`config.mk`:
```
export PLATFORM = sky130hd
export DESIGN_NAME = click_sync_merge
export DESIGN_NICKNAME = d
export VERILOG_FILES = /design/src/rtl/click_sync_merge.sv
export SDC_FILE = /design/constraint.sdc
export NUM_CORES = 1
export LEC_CHECK = 0
export ABC_AREA = 1
export CAP_MARGIN = 20
export CORE_MARGIN = 3
export CORE_UTILIZATION = 35
export DETAILED_ROUTE_END_ITERATION = 16
export PLACE_DENSITY_LB_ADDON = 0.05
export REMOVE_ABC_BUFFERS = 1
export SLEW_MARGIN = 30
export SYNTH_ARGS = -nofsm -noshare
export SYNTH_HDL_FRONTEND = slang
export SYNTH_SLANG_ARGS = --single-unit
```
`constraint.sdc`:
```
create_clock -name clk -period 5.35 [get_ports clk]
set_input_delay 1.07 -clock clk [delete_from_list [all_inputs] [get_ports clk]]
set_output_delay 1.07 -clock clk [all_outputs]
set_load 0.02 [all_outputs]
```
`src/rtl/click_sync_merge.sv`:
```
// Merges two granted two-phase click channels into one clocked valid/ready stream via a tagged FIFO.
// Optional per-channel and full-stall statistics counters are enabled with CLICK_SYNC_MERGE_STATS_EN.
module click_sync_merge #(
  parameter int DATA_W           = 8,
  parameter int DEPTH            = 4,
  parameter int SYNC_STAGES      = 2,
  parameter bit PHASE_INIT_ACK_A = 1'b0,
  parameter bit PHASE_INIT_ACK_B = 1'b0
) (
  input  logic              clk,
  input  logic              rst,
  input  logic              in_a_req,
  output logic              in_a_ack,
  input  logic [DATA_W-1:0] in_a_data,
  input  logic              in_b_req,
  output logic              in_b_ack,
  input  logic [DATA_W-1:0] in_b_data,
  output logic              out_valid,
  input  logic              out_ready,
  output logic [DATA_W-1:0] out_data,
  output logic              out_src
`ifdef CLICK_SYNC_MERGE_STATS_EN
  ,
  output logic [15:0]       stat_a_cnt,
  output logic [15:0]       stat_b_cnt,
  output logic [15:0]       stat_full_cyc
`endif
);

  localparam int AW = $clog2(DEPTH);
  localparam int CW = AW + 1;

  function automatic logic [15:0] sat_inc(input logic [15:0] v, input logic en);
    return (en && v != 16'hFFFF) ? v + 16'd1 : v;
  endfunction

  logic [SYNC_STAGES-1:0] sync_a, sync_b;
  logic [DATA_W-1:0]      mem_data [DEPTH];
  logic                   mem_src  [DEPTH];
  logic [AW-1:0]          wptr, rptr;
  logic [CW-1:0]          count;
  logic                   rr;
  logic                   pend_a, pend_b, pop, acc_a, acc_b, rr_flip;
  int                     room;

  // Stage: req synchronisers, reset to the ack phase so no token appears pending
  always_ff @(posedge clk or posedge rst) begin
    if (rst) begin
      sync_a <= {SYNC_STAGES{PHASE_INIT_ACK_A}};
      sync_b <= {SYNC_STAGES{PHASE_INIT_ACK_B}};
    end else begin
      sync_a <= {sync_a[SYNC_STAGES-2:0], in_a_req};
      sync_b <= {sync_b[SYNC_STAGES-2:0], in_b_req};
    end
  end

  // Stage: accept decision; a same-edge pop frees one slot for the incoming token
  always_comb begin
    pend_a  = sync_a[SYNC_STAGES-1] ^ in_a_ack;
    pend_b  = sync_b[SYNC_STAGES-1] ^ in_b_ack;
    pop     = out_valid & out_ready;
    room    = DEPTH - int'(count) + int'(pop);
    acc_a   = 1'b0;
    acc_b   = 1'b0;
    rr_flip = 1'b0;
    if (pend_a && pend_b) begin
      if (room >= 2) begin
        acc_a = 1'b1;
        acc_b = 1'b1;
      end else if (room == 1) begin
        acc_a   = ~rr;
        acc_b   = rr;
        rr_flip = 1'b1;
      end
    end else if (pend_a && room >= 1) begin
      acc_a = 1'b1;
    end else if (pend_b && room >= 1) begin
      acc_b = 1'b1;
    end
  end

  // Stage: control state (acks, pointers, occupancy, round-robin)
  always_ff @(posedge clk or posedge rst) begin
    if (rst) begin
      in_a_ack <= PHASE_INIT_ACK_A;
      in_b_ack <= PHASE_INIT_ACK_B;
      wptr     <= '0;
      rptr     <= '0;
      count    <= '0;
      rr       <= 1'b0;
    end else begin
      in_a_ack <= in_a_ack ^ acc_a;
      in_b_ack <= in_b_ack ^ acc_b;
      wptr     <= wptr + AW'(acc_a) + AW'(acc_b);
      rptr     <= rptr + AW'(pop);
      count    <= count + CW'(acc_a) + CW'(acc_b) - CW'(pop);
      if (rr_flip) rr <= ~rr;
    end
  end

  // Stage: FIFO storage; A lands first so it sits closer to the head
  always_ff @(posedge clk) begin
    if (acc_a) begin
      mem_data[wptr] <= in_a_data;
      mem_src[wptr]  <= 1'b0;
    end
    if (acc_b) begin
      mem_data[wptr + AW'(acc_a)] <= in_b_data;
      mem_src[wptr + AW'(acc_a)]  <= 1'b1;
    end
  end

  always_comb begin
    out_valid = (count != '0);
    out_data  = out_valid ? mem_data[rptr] : '0;
    out_src   = out_valid ? mem_src[rptr] : 1'b0;
  end

`ifdef CLICK_SYNC_MERGE_STATS_EN
  always_ff @(posedge clk or posedge rst) begin
    if (rst) begin
      stat_a_cnt    <= '0;
      stat_b_cnt    <= '0;
      stat_full_cyc <= '0;
    end else begin
      stat_a_cnt    <= sat_inc(stat_a_cnt, acc_a);
      stat_b_cnt    <= sat_inc(stat_b_cnt, acc_b);
      stat_full_cyc <= sat_inc(stat_full_cyc,
                               (count == CW'(DEPTH)) && (pend_a || pend_b));
    end
  end
`endif

endmodule

```
Cell placement:
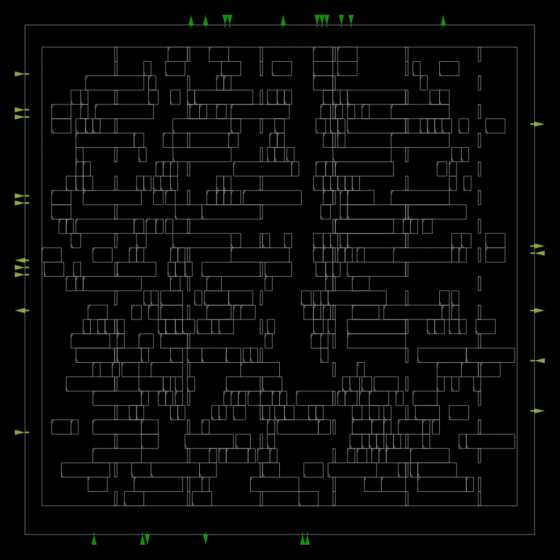
row cnt: 32
TAP cells: 102
filler instances: 809
Final Util: 43.96%

Ports around the boundary:
Pins as bars across the die edge, other pins in gray.
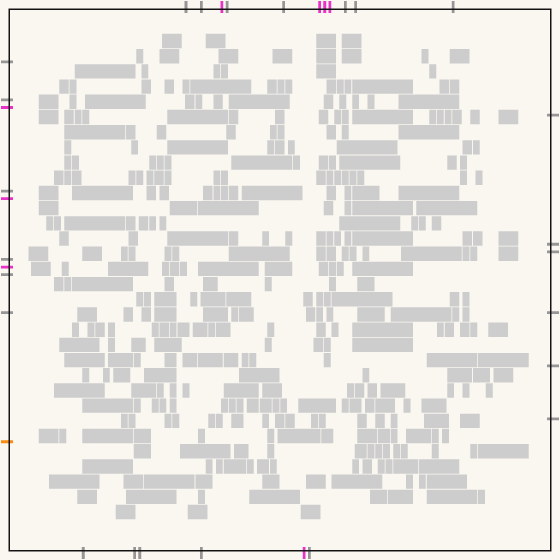
Magenta shows in_b_data, pins 8, direction input, edge 4 top, 3 left, 1 bottom. Orange shows rst, pins 1, direction input, edge left.
All pins by edge: 11 top, 10 left, 6 bottom, 6 right.
Port Buffers: 32
Die Y-Extent: 96.68 um

Clock network drawn from the DEF:
Scale bar: 20 um.
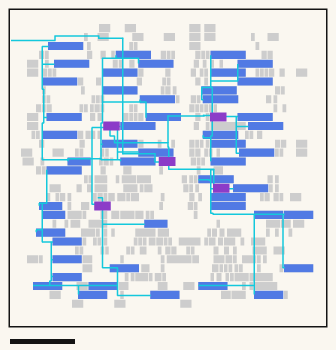
Purple shows clock drivers, count 5. Cyan shows clock wires, length 657 um. Blue shows flip-flops, count 50.
There are 6 routed clock nets. Position of the flops: spread over the die.
worst clock skew: 0.01381 ns

Signal wires on met3:
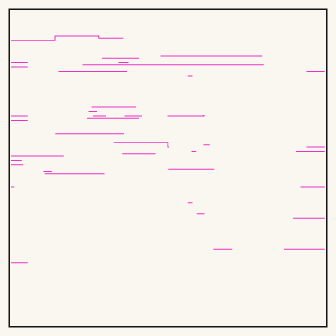
The wires run mostly horizontal. The longest straight run is 55.2 um.
met3 Use GR: 4.182%
total wire length: 6842 um

Placement density heat map:
10 x 10 tiles, from white (low) to dark blue (high), 0 to 100% covered.
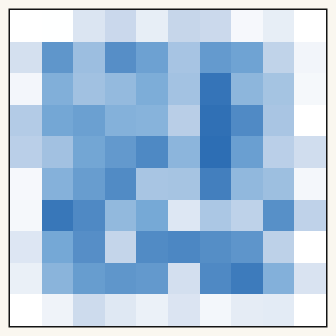
The emptiest ninth of the die: top right. The densest ninth of the die: middle. The fullest tile reaches 75%. The mean over all tiles is 36%. 7.0% of the tiles are nearly empty.
Initial Util: 36.67%
Core ar.: 7848 um2

==> run notes <==
run metrics: number of flip-flops in the largest register 32, Bufs and invs on worst path 4, post-route antenna net violation count 0, final non-filler cell total 479, Area leader share 33.39%, M1 GR Usage 20.73%, Slew Limit Fails 0, Area after DPL 3337 um2, pin count of the biggest net entering global routing 35, CP endpoint kind register, Synth area leaders edfxtp_1 33%, nand2_1 13%, dfrtp_1 12%, Req. time, crit path 5.32 ns, met2 Resource Use GR 24.84%, worst-path cell chain clkdlybuf4s50_1 -> inv_1 -> nor2_1 -> ha_1 -> ha_1 -> inv_1 -> nand3_1 -> nand3_1 -> o21bai_4 -> nand2_1 -> nand2_1 -> nand2_2 -> ha_1 -> xnor2_2 -> inv_1 -> nor2_4 -> nand4_2 -> nand2_1, Hold Startpoint sync_a[0]$_DFF_PP0_, CP startpoint kind input pin, vias in the first global route 2228, post-layout instance area 3450 um2, Mapped Area 2878 um2, flop2flop setup slack 1.03 ns, vias 2273, worst-case hold path end point sync_a[1]$_DFF_PP0_, TritonCTS Buffers 5, synth cell count leaders 96 x nand2_1, 46 x nor2_1, 39 x nand3_1, CTS tree done, detailed-route DRC error count 0, adder share 5.304%, Primary FF master, synth edfxtp_1, CP delay by family, top simple AND/OR/NAND/NOR gates, DP Worst Slack 0.5952 ns, Post-synth EDFFs 32, WS Path Type in -> reg, tool warnings 26, Inst Count DP 471, met2 WL post-DR 3263 um, Final Hold Fails 0, Registers, synthesis 50, first-pass GRT wire length 11450 um, Syn-to-layout area delta 19.87%, setup ws final 0.9673 ns, M1 wire length 3078 um, Gate Count Post-Synth 336, Ant. Diodes 0, Yosys top cell by instances nand2_1, reg-to-reg endpoint mem_data[1][5]$_DFFE_PP_, Largest Register mem_data, MaxCap Viol Count 0, status finished clean, CTS Sinks 50, Yosys top cell by area edfxtp_1, yosys xor share 2.696%, RSZ-0062 raised after global routing false, Min-Delay Path Depth 0, register share after synthesis 48.35%, iteration-0 DRC count of the detailed router 90, Fin Hold WS 0.3568 ns, highest-delay cell along the critical path clkdlybuf4s50_1, Layout Nets 408, GPL Wtd Cong 0.8175, Yosys Instances 336, Post-synth mux share 0%, Post-CTS Setup Bufs 0, distinct lib cells 26, Final setup violation count 0, number of placed I/O pins 33, crit path time final 4.383 ns, GRT Max-Usage Layer met2, clk root buf clkbuf_8, hold buffers post-CTS 0, Max stage delay on crit path 0.45 ns, Chip Area, Yosys 2878 um2, Insertion Delay late pin 0.31 ns, H-tree depth 2, DR WL/cell 14.28 um, GRT Resource Usage Total 15.57%, Top Registers mem_data: 32 flops, mem_src: 4 flops, count: 3 flops, initial antenna violation count 0, die x size 96.68 um, Worst-Margin Slew 0.7559 ns, HPWL after DPL 4865 um, final period utilization 81.92%, Slew HR 49.60%
[how the worst max path moves through the flow]
stage                       start  cells after the start  slack, ns                        to
2_1_floorplan           out_ready                     17       1.37  mem_data[1][0]$_DFFE_PP_
3_3_place_gp            out_ready                     18       0.71  mem_data[1][1]$_DFFE_PP_
3_5_place_dp            out_ready                     18       0.60  mem_data[0][1]$_DFFE_PP_
4_1_cts                 out_ready                     18       0.91  mem_data[0][3]$_DFFE_PP_
5_1_grt        count[0]$_DFF_PP0_                     20       0.51  mem_data[0][3]$_DFFE_PP_
6_report                out_ready                     18       0.97  mem_data[1][5]$_DFFE_PP_
[cell type report]
class,instances,area (um2)
clock buffers,5,68.82
clock inverters,3,43.79
fillers,809,4398
inverters,28,105.1
multi-input cells,251,1333
flip-flops and latches,50,1391
well taps,102,127.6
repair buffers,40,380.4
